[src/rtl/k_alu_arith_core.sv]
// Registered K-ALU arithmetic stage: one shared 33-bit adder covers ADD/SUB/INC/DEC,
// alongside an op-independent signed compare. All outputs come straight from flops.
module k_alu_arith_core #(
  parameter int WIDTH = 32,
  parameter int STEP  = 4
) (
  input  logic             clk,
  input  logic             rst_n,
  input  logic             in_valid,
  input  logic [WIDTH-1:0] a,
  input  logic [WIDTH-1:0] b,
  input  logic [1:0]       op,
  output logic             out_valid,
  output logic [WIDTH-1:0] res,
  output logic             cout,
  output logic             ovf,
  output logic             zero,
  output logic [WIDTH-1:0] slt,
  output logic [WIDTH-1:0] sgt
);

  localparam logic [1:0] OP_ADD = 2'b00;
  localparam logic [1:0] OP_SUB = 2'b01;
  localparam logic [1:0] OP_INC = 2'b10;
  localparam logic [1:0] OP_DEC = 2'b11;
  localparam logic [WIDTH-1:0] STEP_V = WIDTH'(STEP);

  logic [WIDTH-1:0] y;
  logic             cin;
  logic [WIDTH:0]   sum;
  logic             ovf_c;
  logic             lt_c, gt_c;

  // Subtraction is X + ~Y + 1, so SUB and DEC reuse the same adder with an inverted operand.
  always_comb begin
    y   = b;
    cin = 1'b0;
    unique case (op)
      OP_ADD: begin y = b;       cin = 1'b0; end
      OP_SUB: begin y = ~b;      cin = 1'b1; end
      OP_INC: begin y = STEP_V;  cin = 1'b0; end
      OP_DEC: begin y = ~STEP_V; cin = 1'b1; end
    endcase
    sum   = {1'b0, a} + {1'b0, y} + {{WIDTH{1'b0}}, cin};
    ovf_c = (a[WIDTH-1] == y[WIDTH-1]) && (sum[WIDTH-1] != a[WIDTH-1]);
    lt_c  = $signed(a) < $signed(b);
    gt_c  = $signed(a) > $signed(b);
  end

  logic lt_q, gt_q;

  always_ff @(posedge clk or negedge rst_n) begin
    if (!rst_n) begin
      out_valid <= 1'b0;
      res       <= '0;
      cout      <= 1'b0;
      ovf       <= 1'b0;
      zero      <= 1'b0;
      lt_q      <= 1'b0;
      gt_q      <= 1'b0;
    end else begin
      out_valid <= in_valid;
      if (in_valid) begin
        res  <= sum[WIDTH-1:0];
        cout <= sum[WIDTH];
        ovf  <= ovf_c;
        zero <= (sum[WIDTH-1:0] == '0);
        lt_q <= lt_c;
        gt_q <= gt_c;
      end
    end
  end

  assign slt = {{(WIDTH-1){1'b0}}, lt_q};
  assign sgt = {{(WIDTH-1){1'b0}}, gt_q};

endmodule

[config.mk]
export PLATFORM = sky130hd
export DESIGN_NAME = k_alu_arith_core
export DESIGN_NICKNAME = d
export VERILOG_FILES = /design/src/rtl/k_alu_arith_core.sv
export SDC_FILE = /design/constraint.sdc
export NUM_CORES = 1
export LEC_CHECK = 0
export ABC_AREA = 1
export CAP_MARGIN = 30
export CORE_MARGIN = 2
export CORE_UTILIZATION = 45
export CTS_BUF_LIST = sky130_fd_sc_hd__clkbuf_4 sky130_fd_sc_hd__clkbuf_8
export DETAILED_ROUTE_END_ITERATION = 10
export PLACE_DENSITY = 0.81
export REMOVE_ABC_BUFFERS = 1
export SETUP_SLACK_MARGIN = 0.5
export SLEW_MARGIN = 5
export SYNTH_ARGS = -nofsm -noshare
export SYNTH_HDL_FRONTEND = slang
export SYNTH_SLANG_ARGS = --single-unit
[constraint.sdc]
create_clock -name clk -period 1.1 [get_ports clk]
set_input_delay 0.275 -clock clk [delete_from_list [all_inputs] [get_ports clk]]
set_output_delay 0.275 -clock clk [all_outputs]
set_load 0.005 [all_outputs]
==> results.txt, run 1 <==
Vias/cell - 5.39
Post-synth seq share - 16.5%
Internal Pwr Total - 0.00563 W
Worst setup margin - -1.58 ns
P_sw - 0.00459 W
Peak supply drop - 0.000694 V
Switching Share - 44.9%
CTS clk-pin slew, worst paths - 0.08 ns
Netlist Area Pre-Place - 5760 µm²
Largest net degree at the start of global routing - 39
CP Buf/Inv Count - 3
Hold slack final - -0.0685 ns
Routability congestion estimate - 0.995
Site Rows - 41
Setup TNS - -41.24 ns
Clk sinks - 38
F_max - 373 MHz
Critical Path AT - 2.92 ns
Die Wd - 117 µm
Util after Layout - 80.2%
Min cycle time layout - 2.68 ns
Yosys top cell by area - nand2_1
Design Area, Final - 10100 µm²
IO buf count - 106
Max clock buf depth - 2
Sequential share of power - 17.9%
Vias - 8026
Most frequent logic cell in the layout - nand2_1
Fillers - 755
Top area contributor share - 21.9%
Ao+oa area frac - 10.4%
Dominant flop cell - dfrtp_1
Pre-antenna DRT Iters - 8
R2r endpoint - res[12]$_DFFE_PN0P_
IO Pins - 169
Post-DP Area - 7820 µm²
Levels on crit path - 21
Run status - finished, violations left
Register bit total from synthesis - 38
Finished Layout Cells - 1488
Crit-path max cell delay - 0.34 ns
Skew final - 0 ns
Logic gate share of total power - 72.0%
Synth logic family - simple AND/OR/NAND/NOR gates
Power Total - 0.0102 W
Die ar. - 13700 µm²
Number of enable flip-flop cells - 0
Most instantiated logic cells after routing - nand2_1, buf_4, inv_1
Drt initial violations - 809
Share of layout cells above drive strength 1 - 49.3%
DRC violations left - 0
Yosys warning count - 0
Failing checks - hold timing, setup timing
P_leak - 5.40 nW
OpenROAD warnings - 29
Wire per inst - 17.4 µm
Adder-Cell Fraction of Synth Area - 14.4%
DP Wirelength - 14300 µm
Crit path from - op[0]
Worst-path fanout max - 7
RSZ-0062 raised after global routing - true
H-tree levels - 2
CTS tree - done
Synth mux share - 0%
Final Hold Fails - 38
Final #Nets - 1449
Ys cells - 989
Crit-path most repeated cell - nand2_1
MaxCap Viol Count - 0
CP cell instances - buf_8, xnor2_4, buf_12, buf_8, nand2_1, o21ai_2, ha_4, nand2_2, nor2_2, nand2_2, nand2_2, nand2_1, nand2_2, nand2_4, nand2_2, nand2_1, nand2_1, nand2_1, nor3_2, nand2_1, nand2_1
Crit-path slowest cell - ha_4
Total global routing overflow - 0
HP Class - input pin to asynchronous set/reset pin
CTS buffer count - 5
Synth Area in XOR/XNOR - 0.760%
Total track usage - 29.3%
Fin. max-slew vios - 0
Clk latency late pin - 0.29 ns
Synth-to-layout area growth - 75.0%
CP Capture Type - flop
Root Driver - clkbuf_8
Cell area power density - 1010 nW/µm²
Dpl ws - -2.20 ns
R2R Path Start - res[12]$_DFFE_PN0P_
Area contributors post-synth - nand2_1, dfrtp_1, ha_1
CP Launch Type - input pin
Top Family by Delay on Critical Path - simple AND/OR/NAND/NOR gates
Final setup viols - 45
Vias in the first global route - 6755
Die Span Y - 117 µm
[run 1: synth_stat cells, types with 2 or more instances]
master and count:
ha_1 63, nor2_4 2, clkbuf_1 14, nand3_1 40
a21oi_1 36, nand4_1 18, xnor2_1 5, dfrtp_1 38
nand2_2 12, nor2_2 8, a21o_1 2, buf_4 64
nand3b_1 3, inv_1 183, nor2_1 72, fa_1 2
nand3_2 2, nand2_1 336, nor3_1 4, inv_2 2
and2_1 4, a31oi_1 20, o21ai_0 50
[run 1: sequential cells by signal (all words and copies together), names as in the netlist]
register   flops
res           32
cout           1
gt_q           1
lt_q           1
out_valid      1
ovf            1
zero           1
[run 1: repair_timing]
| action | in CTS | in global routing |
|---|---|---|
| endpoints found under the hold margin | 38 | 38 |
| cloned | 5 | 0 |
| setup endpoints to repair | 76 | 75 |
| setup buffers | 47 | 38 |
| resized | 542 | 256 |
| pin swaps | 112 | 99 |
[run 1: layout make-up]
cell class / instances / area, µm² / area share [%]
multi-input combinational: 748 / 5400 / 53.5
timing repair buffer: 336 / 2710 / 26.9
sequential: 38 / 951 / 9.43
inverter: 186 / 708 / 7.03
tap: 172 / 215 / 2.14
clock buffer: 7 / 90.1 / 0.894
clock inverter: 1 / 5.00 / 0.0497
[run 1: metal layers]
layer / part of all wire, % / GRT usage [%] / vias up
li1: - / - / 3622
met1: 38 / 38.5 / 3706
met2: 48 / 51.8 / 544
met3: 8.4 / 1.49 / 154
met4: 5.9 / 8.71 / 0
met5: 0 / 0 / -
[run 1: power by group through the flow]
stage	clock network [W]	logic [W]	registers (W)
global route	0.00107	0.00780	0.00186
finish	0.00103	0.00736	0.00183
global placement	0	0.00474	0.00185
CTS	0.00101	0.00572	0.00181
detailed placement	0	0.00484	0.00186
floorplan	0	0.00228	0.00186
**Run 1: signal wires on met1**

Bar = 20 µm. Supply wires on this layer in gray.
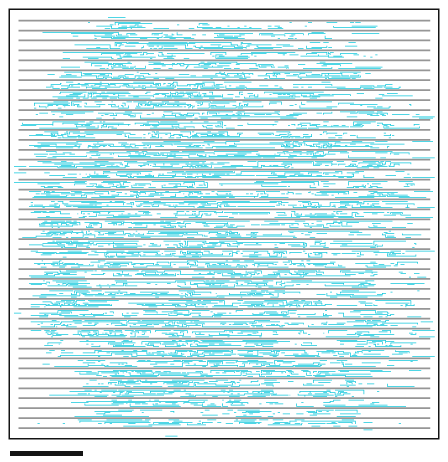
wire length on this layer	9810 µm
share of all routed wire	38%
nets with wire on the layer	1319
longest straight run	31.3 µm

**Run 1: met2 routing**

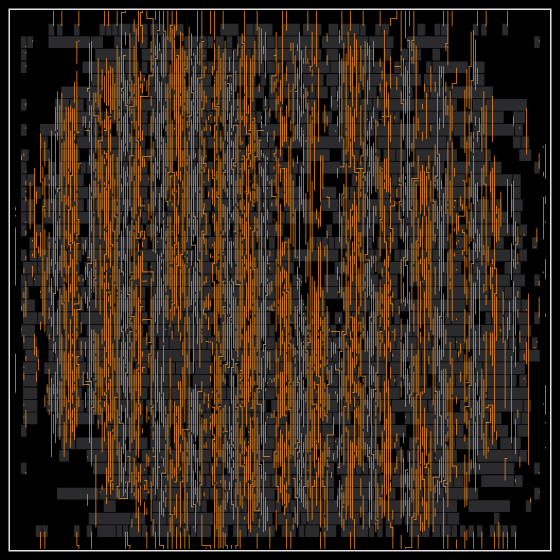
share of all routed wire	48%
nets with wire on the layer	1309

**Run 1: the metal 3 layer**

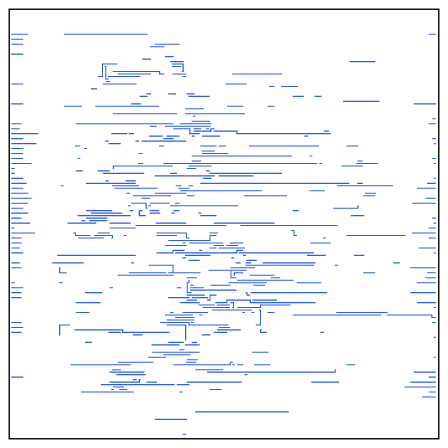
longest straight run	41.9 µm
nets with wire on the layer	281

**Run 1: the metal 4 layer**

Supply wires on this layer in gray.
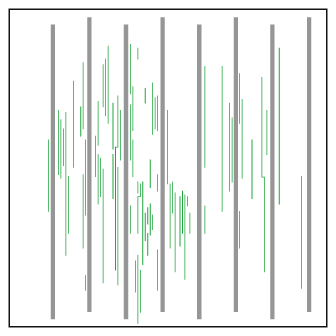
share of all routed wire	5.9%
longest straight run	57.8 µm

**Run 1: routing congestion map**

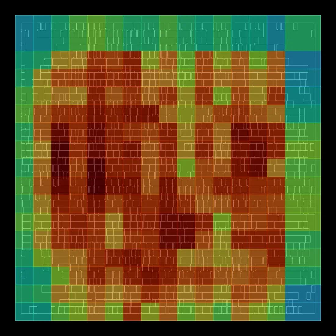

## Run 2: what changed since run 1
==> constraint.sdc (replaced) <==
create_clock -name clk -period 1.1 [get_ports clk]
set_input_delay 0.165 -clock clk [delete_from_list [all_inputs] [get_ports clk]]
set_output_delay 0.165 -clock clk [all_outputs]
set_load 0.005 [all_outputs]
**Run 2: routing congestion map**

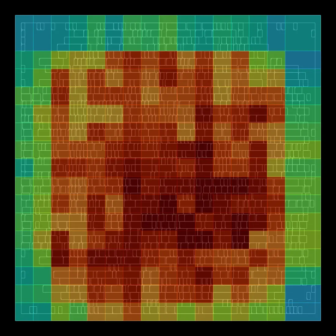
layer with the highest usage: met2
met2 Track Usage GR: 51.6%
Util after Layout: 81.7%
met3 usage: 4.89%

**Run 2: met2 routing**

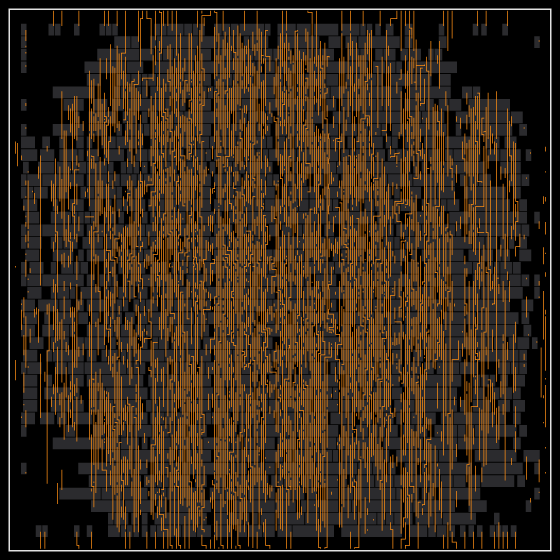
longest straight run	51.7 µm
nets with wire on the layer	1320

**Run 2: signal wires on met1**

Bar = 20 µm. Supply wires on this layer in gray.
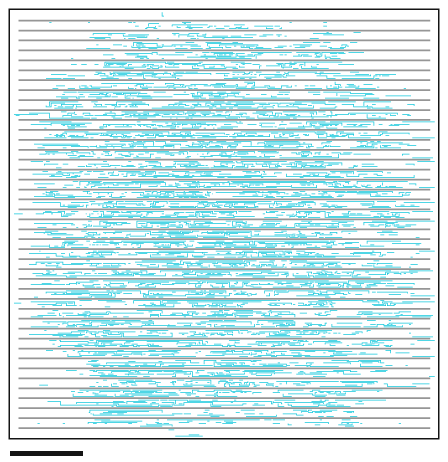
longest straight run	37.7 µm
wire length on this layer	9410 µm

==> run 2 against run 1 <==
Compared with the run above:
- design area rose by 1.9%
- flip-flop count did not move
- the run ends with setup timing left
- total power rose by 2.9%
- die area unchanged
- largest cell class unchanged
- global-route usage increased by 0.58 points
- combinational power is 4.3% higher
==> results.txt, run 2 <==
Run status - finished, violations left (unchanged)
Failing checks - setup timing (was hold timing, setup timing)
OpenROAD warnings - 28 (was 29)
Storage element area - 951 µm² (unchanged)
Worst setup margin - -1.51 ns (was -1.58 ns)
Largest net degree at the start of global routing - 39 (unchanged)
Setup TNS - -38.53 ns (was -41.24 ns)
IO buf count - 106 (unchanged)
CTS buffer count - 5 (unchanged)
F_max - 383 MHz (was 373 MHz)
Power Total - 0.0105 W (was 0.0102 W)
Post-synth seq share - 16.5% (unchanged)
Die Wd - 117 µm (unchanged)
Ys cells - 989 (unchanged)
Clock buf/inv share - 0.926% (was 0.943%)
Pre-antenna DRT Iters - 7 (was 8)
Finished Layout Cells - 1487 (was 1488)
Drt initial violations - 1039 (was 809)
Total global routing overflow - 0 (unchanged)
Critical Path AT - 2.85 ns (was 2.92 ns)
Commonest cells post-synth - nand2_1, inv_1, nor2_1, buf_4, ha_1 (unchanged)
P_leak - 5.44 nW (was 5.40 nW)
Area contributors post-synth - nand2_1, dfrtp_1, ha_1 (unchanged)
Final #Nets - 1448 (was 1449)
HP Class - input pin to flop (was input pin to asynchronous set/reset pin)
Die Span Y - 117 µm (unchanged)
R2R Path Start - res[26]$_DFFE_PN0P_ (was res[12]$_DFFE_PN0P_)
Multi-input logic area - 5480 µm² (was 5400 µm²)
Dominant flop cell - dfrtp_1 (unchanged)
CP Capture Type - flop (unchanged)
Vias/cell - 5.57 (was 5.39)
Root Driver - clkbuf_8 (unchanged)
Register bit total from synthesis - 38 (unchanged)
Share of layout cells above drive strength 1 - 49.5% (was 49.3%)
N_taps - 172 (unchanged)
Die ar. - 13700 µm² (unchanged)
Yosys top cell by area - nand2_1 (unchanged)
Synth-to-layout area growth - 78.3% (was 75.0%)
Cell area power density - 1020 nW/µm² (was 1010 nW/µm²)
RSZ-0062 raised after global routing - true (unchanged)
Most instantiated logic cells after routing - nand2_1, buf_4, inv_1 (unchanged)
Vias in the first global route - 6944 (was 6755)
Most frequent logic cell in the layout - nand2_1 (unchanged)
Biggest register - res (unchanged)
R2r endpoint - res[26]$_DFFE_PN0P_ (was res[12]$_DFFE_PN0P_)
Min cycle time layout - 2.61 ns (was 2.68 ns)
CP Launch Type - input pin (unchanged)
H-tree levels - 2 (unchanged)
CTS clk-pin slew, worst paths - 0.07 ns (was 0.08 ns)
Non-clock buffers - 335 (was 336)
Clock buf count - 7 (unchanged)
Crit path from - op[1] (was op[0])
Hold slack final - 0.288 ns (was -0.0685 ns)
Top area contributor share - 21.9% (unchanged)
CTS tree - done (unchanged)
DRC violations left - 0 (unchanged)
Multi-input gates - 748 (unchanged)
DP Wirelength - 14500 µm (was 14300 µm)
Final setup viols - 36 (was 45)
Inverters excl. clock - 186 (unchanged)
Top cell category - logic gates (unchanged)
Skew final - 0 ns (unchanged)
Peak supply drop - 0.000664 V (was 0.000694 V)
Number of flip-flops in the largest register - 32 (unchanged)
Comb/total area - 53.4% (was 53.5%)
Total track usage - 29.8% (was 29.3%)
Number of enable flip-flop cells - 0 (unchanged)
Design Area, Final - 10300 µm² (was 10100 µm²)
Post-DP Area - 7840 µm² (was 7820 µm²)
Netlist Area Pre-Place - 5760 µm² (unchanged)
Worst-path fanout max - 8 (was 7)
Max clock buf depth - 2 (unchanged)
Clk latency late pin - 0.29 ns (about the same)
Routability congestion estimate - 0.959 (was 0.995)
M1 GR Usage - 36.7% (was 38.5%)
Count leader, synth - nand2_1 (unchanged)
Clk sinks - 38 (unchanged)
[run 2: cell counts after synthesis]
Identical to the previous run, type by type.
[run 2: worst max-delay path, stage by stage]
cell and delay (ns):
buf_8 0.10, xnor2_4 0.23, buf_6 0.16, buf_12 0.13, nand2_2 0.04, o21ai_1 0.07, ha_1 0.31, nand2_2 0.14
inv_1 0.06, nand2_2 0.07, nand2_2 0.09, buf_6 0.13, inv_1 0.09, nand2_1 0.17, nand2_1 0.15, nand3_1 0.09
nand2_1 0.12, nand2_1 0.08, nor2_1 0.13, nand2_1 0.08, nor3_2 0.11, nand2_1 0.07, nand2_1 0.05
[run 2: repair_timing]
action / in CTS / in global routing
buffers inserted: 56 / 24
pin swaps: 113 / 105
resized: 539 / 260
hold buffers: 1 / 0
cloned: 2 / 2
setup endpoints to repair: 76 / 112
hold endpoints to repair: 38 / 0
[run 2: kinds of logic (layout without fill, tap and decap cells)]
kind of cell / count (synthesis) / after routing / synth area share, %
AOI/OAI and AO/OA: 112 / 112 / 10.4
xor gates and xnor gates: 5 / 5 / 0.760
adders and majority gates: 65 / 65 / 14.4
buffers and inverters: 264 / 529 / 21.4
DFF: 38 / 38 / 16.5
other: 1 / 62 / 0.0651
and+or+nand+nor: 504 / 504 / 36.5
[run 2: layer usage]
layer	wire length, µm	vias to the layer above
met2	12800	653
li1	-	3614
met4	2300	0
met3	2990	246
met1	9410	3772
met5	0	-
[run 2: power by group]
part	switching [W]	total, W	leakage [nW]	internal [W]
Combinational	0.00413	0.00768	4.95	0.00355
Sequential	0.000146	0.00182	0.446	0.00167
Clock	0.000490	0.00102	0.0517	0.000530
Power figures rest on the tool's default switching activity, not on a simulated workload.
